### Wiring by layer, run 1

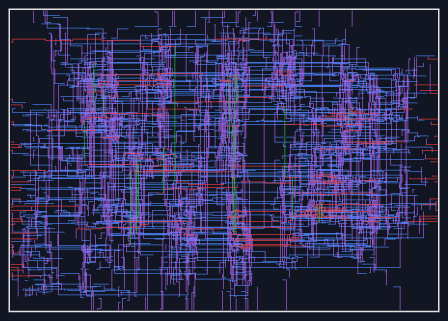
### Register map, names as in the netlist, run 1

Other sequential cells in the stronger gray, the rest of the logic in the fainter gray.
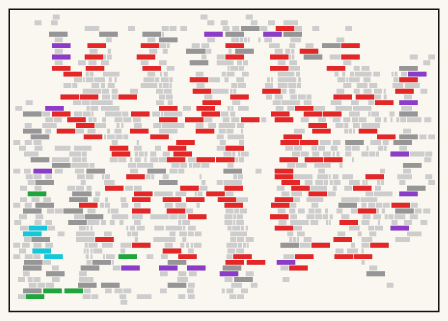
### Clock nets, run 1

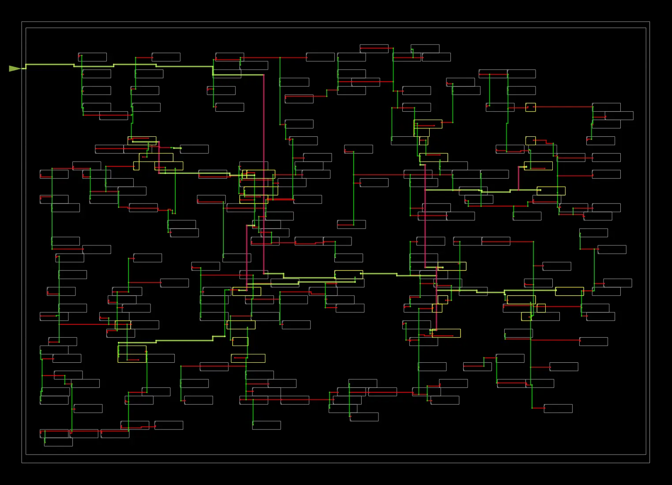
### Logic cells by family, run 1

Scale bar: 50 um.
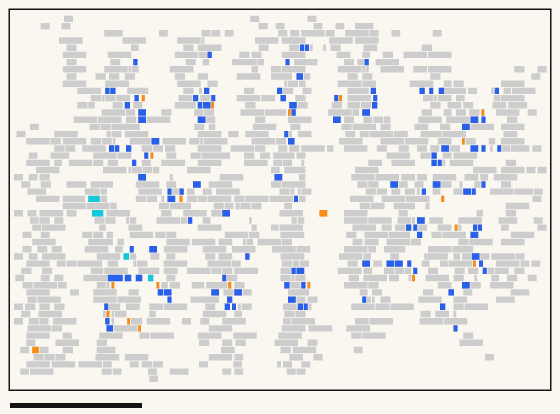
==> src/rtl/ula_seq.sv <==
// Register-file sequencer for an external ULA: IDLE -> READ -> EXEC -> WB per command.
// Define ULA_SEQ_OVERLAP_EN to accept the next command during WB (3-cycle throughput).
module ula_seq #(
  parameter  int unsigned BITS = 16,
  parameter  int unsigned NREG = 8,
  localparam int unsigned AW   = (NREG > 1) ? $clog2(NREG) : 1
) (
  input  logic            clk,
  input  logic            rst,
  input  logic            cmd_valid,
  output logic            cmd_ready,
  input  logic [4:0]      cmd_op,
  input  logic [AW-1:0]   cmd_rd,
  input  logic [AW-1:0]   cmd_ra,
  input  logic [AW-1:0]   cmd_rb,
  output logic [BITS-1:0] alu_a,
  output logic [BITS-1:0] alu_b,
  output logic [4:0]      alu_op,
  input  logic [BITS-1:0] alu_resu,
  input  logic            alu_o,
  input  logic            alu_c,
  input  logic            alu_s,
  input  logic            alu_z,
  output logic            done,
  output logic [3:0]      flags,
  input  logic [AW-1:0]   dbg_addr,
  output logic [BITS-1:0] dbg_data
);

  typedef enum logic [1:0] {
    IDLE,
    READ,
    EXEC,
    WB
  } state_t;

  state_t          state_q;
  logic [BITS-1:0] regs_q [NREG];
  logic [4:0]      op_q;
  logic [AW-1:0]   rd_q;
  logic [AW-1:0]   ra_q;
  logic [AW-1:0]   rb_q;
  logic [BITS-1:0] alu_a_q;
  logic [BITS-1:0] alu_b_q;
  logic [4:0]      alu_op_q;
  logic [BITS-1:0] res_q;
  logic [3:0]      hflags_q;
  logic [3:0]      flags_q;
  logic            done_q;
  logic            accept;

  // R0 is hardwired to zero on every read path; its storage is never written.
  function automatic logic [BITS-1:0] rd_reg(input logic [AW-1:0] addr);
    return (addr == '0) ? '0 : regs_q[addr];
  endfunction

`ifdef ULA_SEQ_OVERLAP_EN
  assign cmd_ready = (state_q == IDLE) || (state_q == WB);
`else
  assign cmd_ready = (state_q == IDLE);
`endif

  assign accept   = cmd_valid && cmd_ready;
  assign alu_a    = alu_a_q;
  assign alu_b    = alu_b_q;
  assign alu_op   = alu_op_q;
  assign done     = done_q;
  assign flags    = flags_q;
  assign dbg_data = rd_reg(dbg_addr);

  always_ff @(posedge clk or posedge rst) begin
    if (rst) begin
      state_q  <= IDLE;
      for (int unsigned i = 0; i < NREG; i++) regs_q[i] <= '0;
      op_q     <= '0;
      rd_q     <= '0;
      ra_q     <= '0;
      rb_q     <= '0;
      alu_a_q  <= '0;
      alu_b_q  <= '0;
      alu_op_q <= '0;
      res_q    <= '0;
      hflags_q <= '0;
      flags_q  <= '0;
      done_q   <= 1'b0;
    end else begin
      done_q <= 1'b0;
      if (accept) begin
        op_q <= cmd_op;
        rd_q <= cmd_rd;
        ra_q <= cmd_ra;
        rb_q <= cmd_rb;
      end
      case (state_q)
        IDLE: if (accept) state_q <= READ;
        READ: begin
          alu_a_q  <= rd_reg(ra_q);
          alu_b_q  <= rd_reg(rb_q);
          alu_op_q <= op_q;
          state_q  <= EXEC;
        end
        EXEC: begin
          res_q    <= alu_resu;
          hflags_q <= {alu_o, alu_c, alu_s, alu_z};
          done_q   <= 1'b1;
          state_q  <= WB;
        end
        WB: begin
          if (rd_q != '0) regs_q[rd_q] <= res_q;
          flags_q <= hflags_q;
          // A command captured here reads its sources next cycle, after this write lands.
          state_q <= accept ? READ : IDLE;
        end
        default: state_q <= IDLE;
      endcase
    end
  end

endmodule

==> config.mk <==
export PLATFORM = sky130hd
export DESIGN_NAME = ula_seq
export DESIGN_NICKNAME = d
export VERILOG_FILES = /design/src/rtl/ula_seq.sv
export SDC_FILE = /design/constraint.sdc
export NUM_CORES = 1
export LEC_CHECK = 0
export CELL_PAD_IN_SITES_DETAIL_PLACEMENT = 0
export CELL_PAD_IN_SITES_GLOBAL_PLACEMENT = 2
export CORE_ASPECT_RATIO = 0.7
export CORE_UTILIZATION = 36
export DETAILED_ROUTE_END_ITERATION = 7
export GPL_TIMING_DRIVEN = 1
export HOLD_SLACK_MARGIN = 0.03
export PLACE_DENSITY_LB_ADDON = 0.3
export SLEW_MARGIN = 20
export SYNTH_ARGS = -nofsm -noshare
export SYNTH_HDL_FRONTEND = slang
export SYNTH_SLANG_ARGS = --single-unit
==> constraint.sdc <==
create_clock -name clk -period 6.4 [get_ports clk]
set_clock_uncertainty 0.15 [all_clocks]
set_input_delay 1.28 -clock clk [delete_from_list [all_inputs] [get_ports clk]]
set_output_delay 1.28 -clock clk [all_outputs]
set_load 0.03 [all_outputs]
==> results.txt, run 1 <==
impl run done, here's what came out: vias in the first global route=7,307, tool warnings=31, layout cell share with drive strength beyond 1=between 30% and 40%, Sequential Power Share=35.0%, worst r2r src=rb_q[2], Hold Buf Count CTS=0, Post-DRT Antenna Nets=0, post-cts sizing count=0, crit path time final=5.27 ns, Combinational Power Share=between 40 and 50%, Slowest-stage cell, CP=clkdlybuf4s50_1, Synth area leaders=dfrtp_1, mux2_2, mux2_4, mux4_2, mux2i_1, Hold EP=alu_b[0], routed wire length=approximately 29,000 um, final hold vios=0, kind of critical path=input pin to output port, setup tns final=0 ns, die area=0.0293 mm^2, GRT overflow=0, switching share of power=around two fifths, final total power=slightly below 0.007 W, initial antenna violation count=0, via count=between 6,000 and 7,000, Post-Syn Area=just over 0.01 mm^2, status=complete, no violations, register area share after synthesis=around 46%, P&R area growth vs syn=18.3%, PwrDens=around 570 mW/mm^2, CORE AREA=between 0.02 and 0.03 mm^2, Top pwr grp=combinational logic, Detailed Place HPWL=approximately 18,000 um, Die H=around 140 um, CP Launch Point=dbg_addr[1], IO Pins=between 90 and 100, ys cells=slightly below 800, Levels on crit path=6, FP Util=~37%, Post-synth ARST share=100%, Post CTS Setup Buffer Count=0, Die Width=around 200 um, Fmax achieved=around 0.19 GHz, Critical Path, Cell by Cell=clkdlybuf4s50_1, nor2b_1, buf_4, a221oi_1, a21oi_1, clkdlybuf4s50_1, Hold/Removal Path Class=register to register, CTS clock-pin slew for the worst setup and hold paths=~0.070 ns, DR vias/cell=approximately 5.7, R2R cell count=5, CTS Buf Count=17, Slew Viols, Final=0, worst setup path end=dbg_data[1], RR Endpoint=alu_b[2], drt pass-1 iters=6, final setup vio count=0, Slew HR=between 20% and 30%, largest register by flop count=regs_q, EDFF count, synth=0, critical path launch point type=input pin, RSZ-0062 raised after global routing=false, Post-route DRC=0, IO buf count=around 98, Static Leak=just over 5 nW, Root Buffer=clkbuf_16, pin count of the biggest net entering global routing=about 150, Clock Power Share=around 16%, Seq group=0.00243 W, final net count=roughly 890, placement row count=~50, maximum fanout along the worst path=13, most used cell, CP=clkdlybuf4s50_1, WP buf/inv=3, cell type with the largest total area=dfrtp_1, Synth top area share=a little under half, GPL Wtd Cong=around 0.85, worst vdd ir=0.000226 V, Commonest Layout Cell=dfrtp_1, R2R setup slack=~3.8 ns, DR iter-0 viols=541, cell count after synthesis=approximately 770, max reg flops=around 110, Top Layout Cells=dfrtp_1, mux2_2, clkdlybuf4s50_1, P_int=about 0.0041 W, Worst EP required=roughly 5 ns, Avg Inst Size Synth=about 13 um^2, Synth Warn #=0, Final period util=82.3%, DR WL/cell=23.8 um, first-pass GRT wire length=~45,000 um, # diodes=0, worst-case clock buffer depth=2, gr usage total=roughly a fifth, Floorplan Nets=around 820, clk sinks=~190, CTS HTree Levels=4, crit end category=output port, Distinct lib cells used=around 43, max_cap viols=0, NetSw=between 0.002 and 0.003 W, CTS tree=yes, Dominant flop cell=dfrtp_1, Slowest Stage Delay on Critical Path=a little under 1 ns, min-delay src=alu_b[0], Top delay family on crit path=buffers and inverters, Comb group=roughly 0.0034 W, chip area in the Yosys report=approximately 0.01 mm^2, Synth Register Bits=190, worst hold stages=2, Worst-Margin Slew=between 1 and 1.5 ns, Arrival @ worst endpoint=approximately 3.8 ns
-- 'Wiring by layer' (at the start) --
- purple: metal 2 (wire length 12,900 um)
- red: metal 3 (wire length 1,860 um)
- green: metal 4 (wire length 467 um)
- blue: metal 1 (wire length 14,100 um)

-- 'Register map, names as in the netlist' (at the start) --
- cyan: flags (sequential cells 4; where bottom left)
- purple: res_q (sequential cells 16; where widely spread)
- red: regs_q (sequential cells 112)
- green: op_q (sequential cells 5; where bottom left)

-- 'Clock nets' (at the start) --
Clock net power: 0.00113 W
worst-skew pair later-pin latency: 0.44 ns
clk_buf instances: 21

-- 'Logic cells by family' (at the start) --
- cyan: AND and OR gates (cells 4; where left middle)
- blue: inverting AOI/OAI gates (cells 111; most used a21oi_1)
- orange: inverters (cells 21; most used inv_1)

==> run 1: Yosys cell counts (2+ instances only) <==
cell type	n
nor3b_1	2
mux2i_1	40
buf_2	24
mux2_4	39
o221ai_1	17
o22ai_1	11
nand3b_1	15
a221oi_1	15
mux2_1	22
nand4b_4	3
a31oi_1	12
mux2_2	173
o22a_1	18
buf_6	11
ha_1	4
buf_4	11
inv_1	20
buf_12	3
clkbuf_1	14
and4bb_1	2
and2_1	2
nor2_1	4
a211oi_1	3
mux4_2	18
nand2_1	35
a21oi_1	47
nand3_1	4
dfrtp_1	190
==> run 1: cell type report <==
cell class              instances  area (um^2)
clock buffers                  21          470
clock inverters                11          154
fillers                      2571        15800
inverters                      21         87.6
multi-input cells             499         5010
flip-flops and latches        190         4760
well taps                     371          464
repair buffers                116         1230
==> run 1: stage by stage <==
stage / hold slack [ns] / worst slack, ns / utilization (%) / area, um^2 / std cells
after CTS: 0.358 / 1.17 / 43.6 / 12200 / 1229
after global placement: 0.332 / 1.22 / 41.3 / 11600 / 1197
after floorplan: 0.324 / 2.47 / - / 10300 / 774
final: 0.352 / 1.13 / 43.6 / 12200 / 1229
after detailed placement: 0.335 / 1.17 / 41.3 / 11600 / 1197
after global routing: 0.372 / 1.07 / 43.6 / 12200 / 1229
==> run 1: logic make-up (layout without fill, tap and decap cells) <==
family	after synthesis	in the layout	share of synthesized area (%)
flops	190	190	46.2
simple gates	73	73	4.60
compound gates	130	130	8.72
fa+ha+maj	4	4	0.486
buf+inv	85	169	5.13
mux	292	292	34.9
==> run 1: routing by layer <==
layer | wire length, um | up-vias | GRT usage (%)
li1 | - | 3043 | -
met4 | 466 | 0 | 5.81
met1 | 14100 | 3622 | 30.4
met2 | 12900 | 289 | 31.3
met5 | 0 | - | 0
met3 | 1860 | 44 | 4.51
### Ports around the boundary, run 1

Pins as bars across the die edge, other pins in gray.
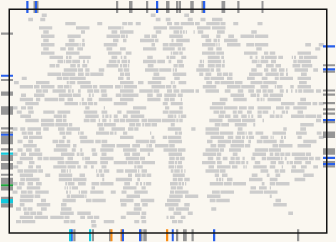

==> run 2: changes to the inputs <==
Settings changed: CORE_UTILIZATION 36 to 39.
Clock period 6.4 ns to 4.9 ns, I/O delays scaled along.
### Ports around the boundary, run 2

Pins as bars across the die edge, other pins in gray.
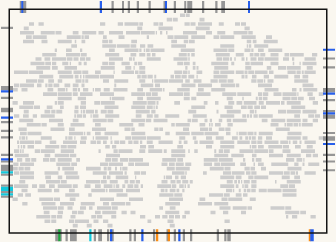
- blue: alu_resu (pins 16; direction input; edge 5 bottom, 4 top, 4 right, 3 left)
- cyan: cmd_op (pins 5; direction input; edge 4 left, 1 bottom)
- orange: dbg_addr (pins 3; direction input; edge bottom)
- green: alu_c (pins 1; direction input; edge bottom)
- all pins by edge: 34 bottom, 25 left, 22 top, 18 right

==> run 2 against run 1 <==
Against the previous run: worst setup slack got worse by 0.40 ns; final area is essentially flat; combinational power grew 25%; power increased by 30%.
==> results.txt, run 2 <==
impl run done, here's what came out: gr usage total=23.0%, R2R setup slack=2.18 ns, Root Buffer=clkbuf_16, Arrival @ worst endpoint=~3.0 ns, P_int=0.00533 W, Combinational Power Share=between 40% and 50%, P&R area growth vs syn=18.4%, Top Layout Cells=dfrtp_1, mux2_2, clkdlybuf4s50_1, DR vias/cell=between 5 and 6, DP Worst Slack=around 0.73 ns, Worst-Margin Slew=~1.1 ns, Commonest Layout Cell=dfrtp_1, FP Util=between 30% and 40%, Post CTS Setup Buffer Count=0, DR WL/cell=between 20 and 25 um, EDFF count, synth=0, worst-case clock buffer depth=2, final net count=roughly 900, Seq group=roughly 0.0034 W, CTS HTree Levels=4, Clock net power=~0.0014 W, RR Endpoint=alu_a[13], Die Width=196 um, critical path launch point type=input pin, worst r2r src=ra_q[1], drt pass-1 iters=5, Post-Syn Area=roughly 0.01 mm^2, Post-DP Area=around 0.012 mm^2, Non-Filler Instances=roughly 1,200, GRT overflow=0, Worst EP required=3.77 ns, worst-skew pair later-pin latency=~0.43 ns, Placed Cells=around 1,200, Fmax achieved=about 0.24 GHz, tool warnings=29, kind of critical path=input pin to output port, crit end category=output port, layout cell share with drive strength beyond 1=a little under two fifths, CP Launch Point=dbg_addr[1], status=complete, no violations, switching share of power=between 40% and 50%, post-cts sizing count=0, Comb group=approximately 0.0042 W, Synth Warn #=0, final setup vio count=0, CTS clock-pin slew for the worst setup and hold paths=around 0.07 ns, largest register by flop count=regs_q, worst setup path end=dbg_data[10], crit path time final=4.16 ns, DR iter-0 viols=569, IO Pins=99, pin count of the biggest net entering global routing=43, Synth top area share=between 40% and 50%, cell type with the largest total area=dfrtp_1, CTS tree=yes, Hold Buf Count CTS=0, CTS Buf Count=17, die area=about 0.027 mm^2, initial antenna violation count=0, Hold/Removal Path Class=register to register, placement row count=approximately 50, Dominant flop cell=dfrtp_1, Detailed Place HPWL=~19,000 um, Top pwr grp=combinational logic, Avg Inst Size Synth=13.3 um^2, final hold vios=0, post-layout instance area=0.0122 mm^2, first-pass GRT wire length=around 46,000 um, RSZ-0062 raised after global routing=false
### Wiring by layer, run 2

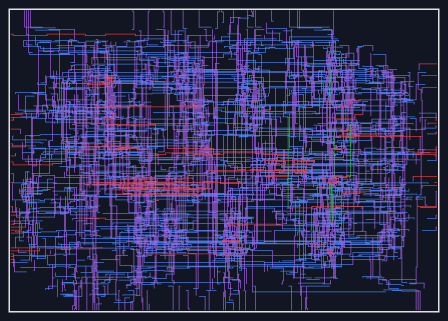
- green: metal 4 (wire length 394 um)
- blue: metal 1 (wire length 14,100 um)
- red: metal 3 (wire length 1,680 um)
- purple: metal 2 (wire length 13,300 um)

-- run 2: cell types whose count changed in the layout (fill, tap and decap cells not counted), sizes merged --
cell / delta
clkinvlp: -2
clkbuf: -1
clkdlybuf4s50: -5
clkinv: +4
bufinv: -1
buf: +13
-- run 2: worst max-delay path, cell delays in order --
cell and delay [ns]:
clkdlybuf4s50_1 0.69, buf_4 0.31, buf_4 0.19, mux2_2 0.33
a221oi_1 0.25, a21oi_1 0.08, buf_4 0.19
-- run 2: how the worst min path moves through the flow --
stage | from | end | slack (ns) | cells after the start
3_5_place_dp | op_q[0] | op_q[0] | 0.34 | 1
3_3_place_gp | op_q[3] | alu_op[3] | 0.33 | 1
5_1_grt | hflags_q[1] | flags[1] | 0.37 | 1
4_1_cts | op_q[0] | op_q[0] | 0.36 | 1
6_report | alu_a[2] | alu_a[2] | 0.35 | 1
2_1_floorplan | op_q[4] | op_q[4] | 0.32 | 1
-- run 2: layout make-up --
| type | instances | area [um^2] |
|---|---|---|
| Fill cell | 2282 | 13600 |
| Multi-Input combinational cell | 499 | 5010 |
| Sequential cell | 190 | 4760 |
| Timing Repair Buffer | 124 | 1290 |
| Clock buffer | 20 | 457 |
| Tap cell | 357 | 447 |
| Clock inverter | 12 | 133 |
| Inverter | 21 | 87.6 |
-- run 2: cells by family (layout without fill, tap and decap cells) --
group | after synthesis | in the layout | synth area share [%]
muxes | 292 | 292 | 34.9
DFF | 190 | 190 | 46.2
AOI/OAI and AO/OA | 130 | 130 | 8.72
buffers and inverters | 85 | 177 | 5.13
and+or+nand+nor | 73 | 73 | 4.60
adders and majority gates | 4 | 4 | 0.486
-- run 2: layer usage --
layer,vias up,track usage [%],routed length (um)
met5,-,0,0
met4,0,5.90,393
met3,40,4.84,1680
met2,248,35.6,13300
met1,3694,32.7,14100
li1,3078,-,-
No activity file was given, so power comes from the tool's default toggle rates.
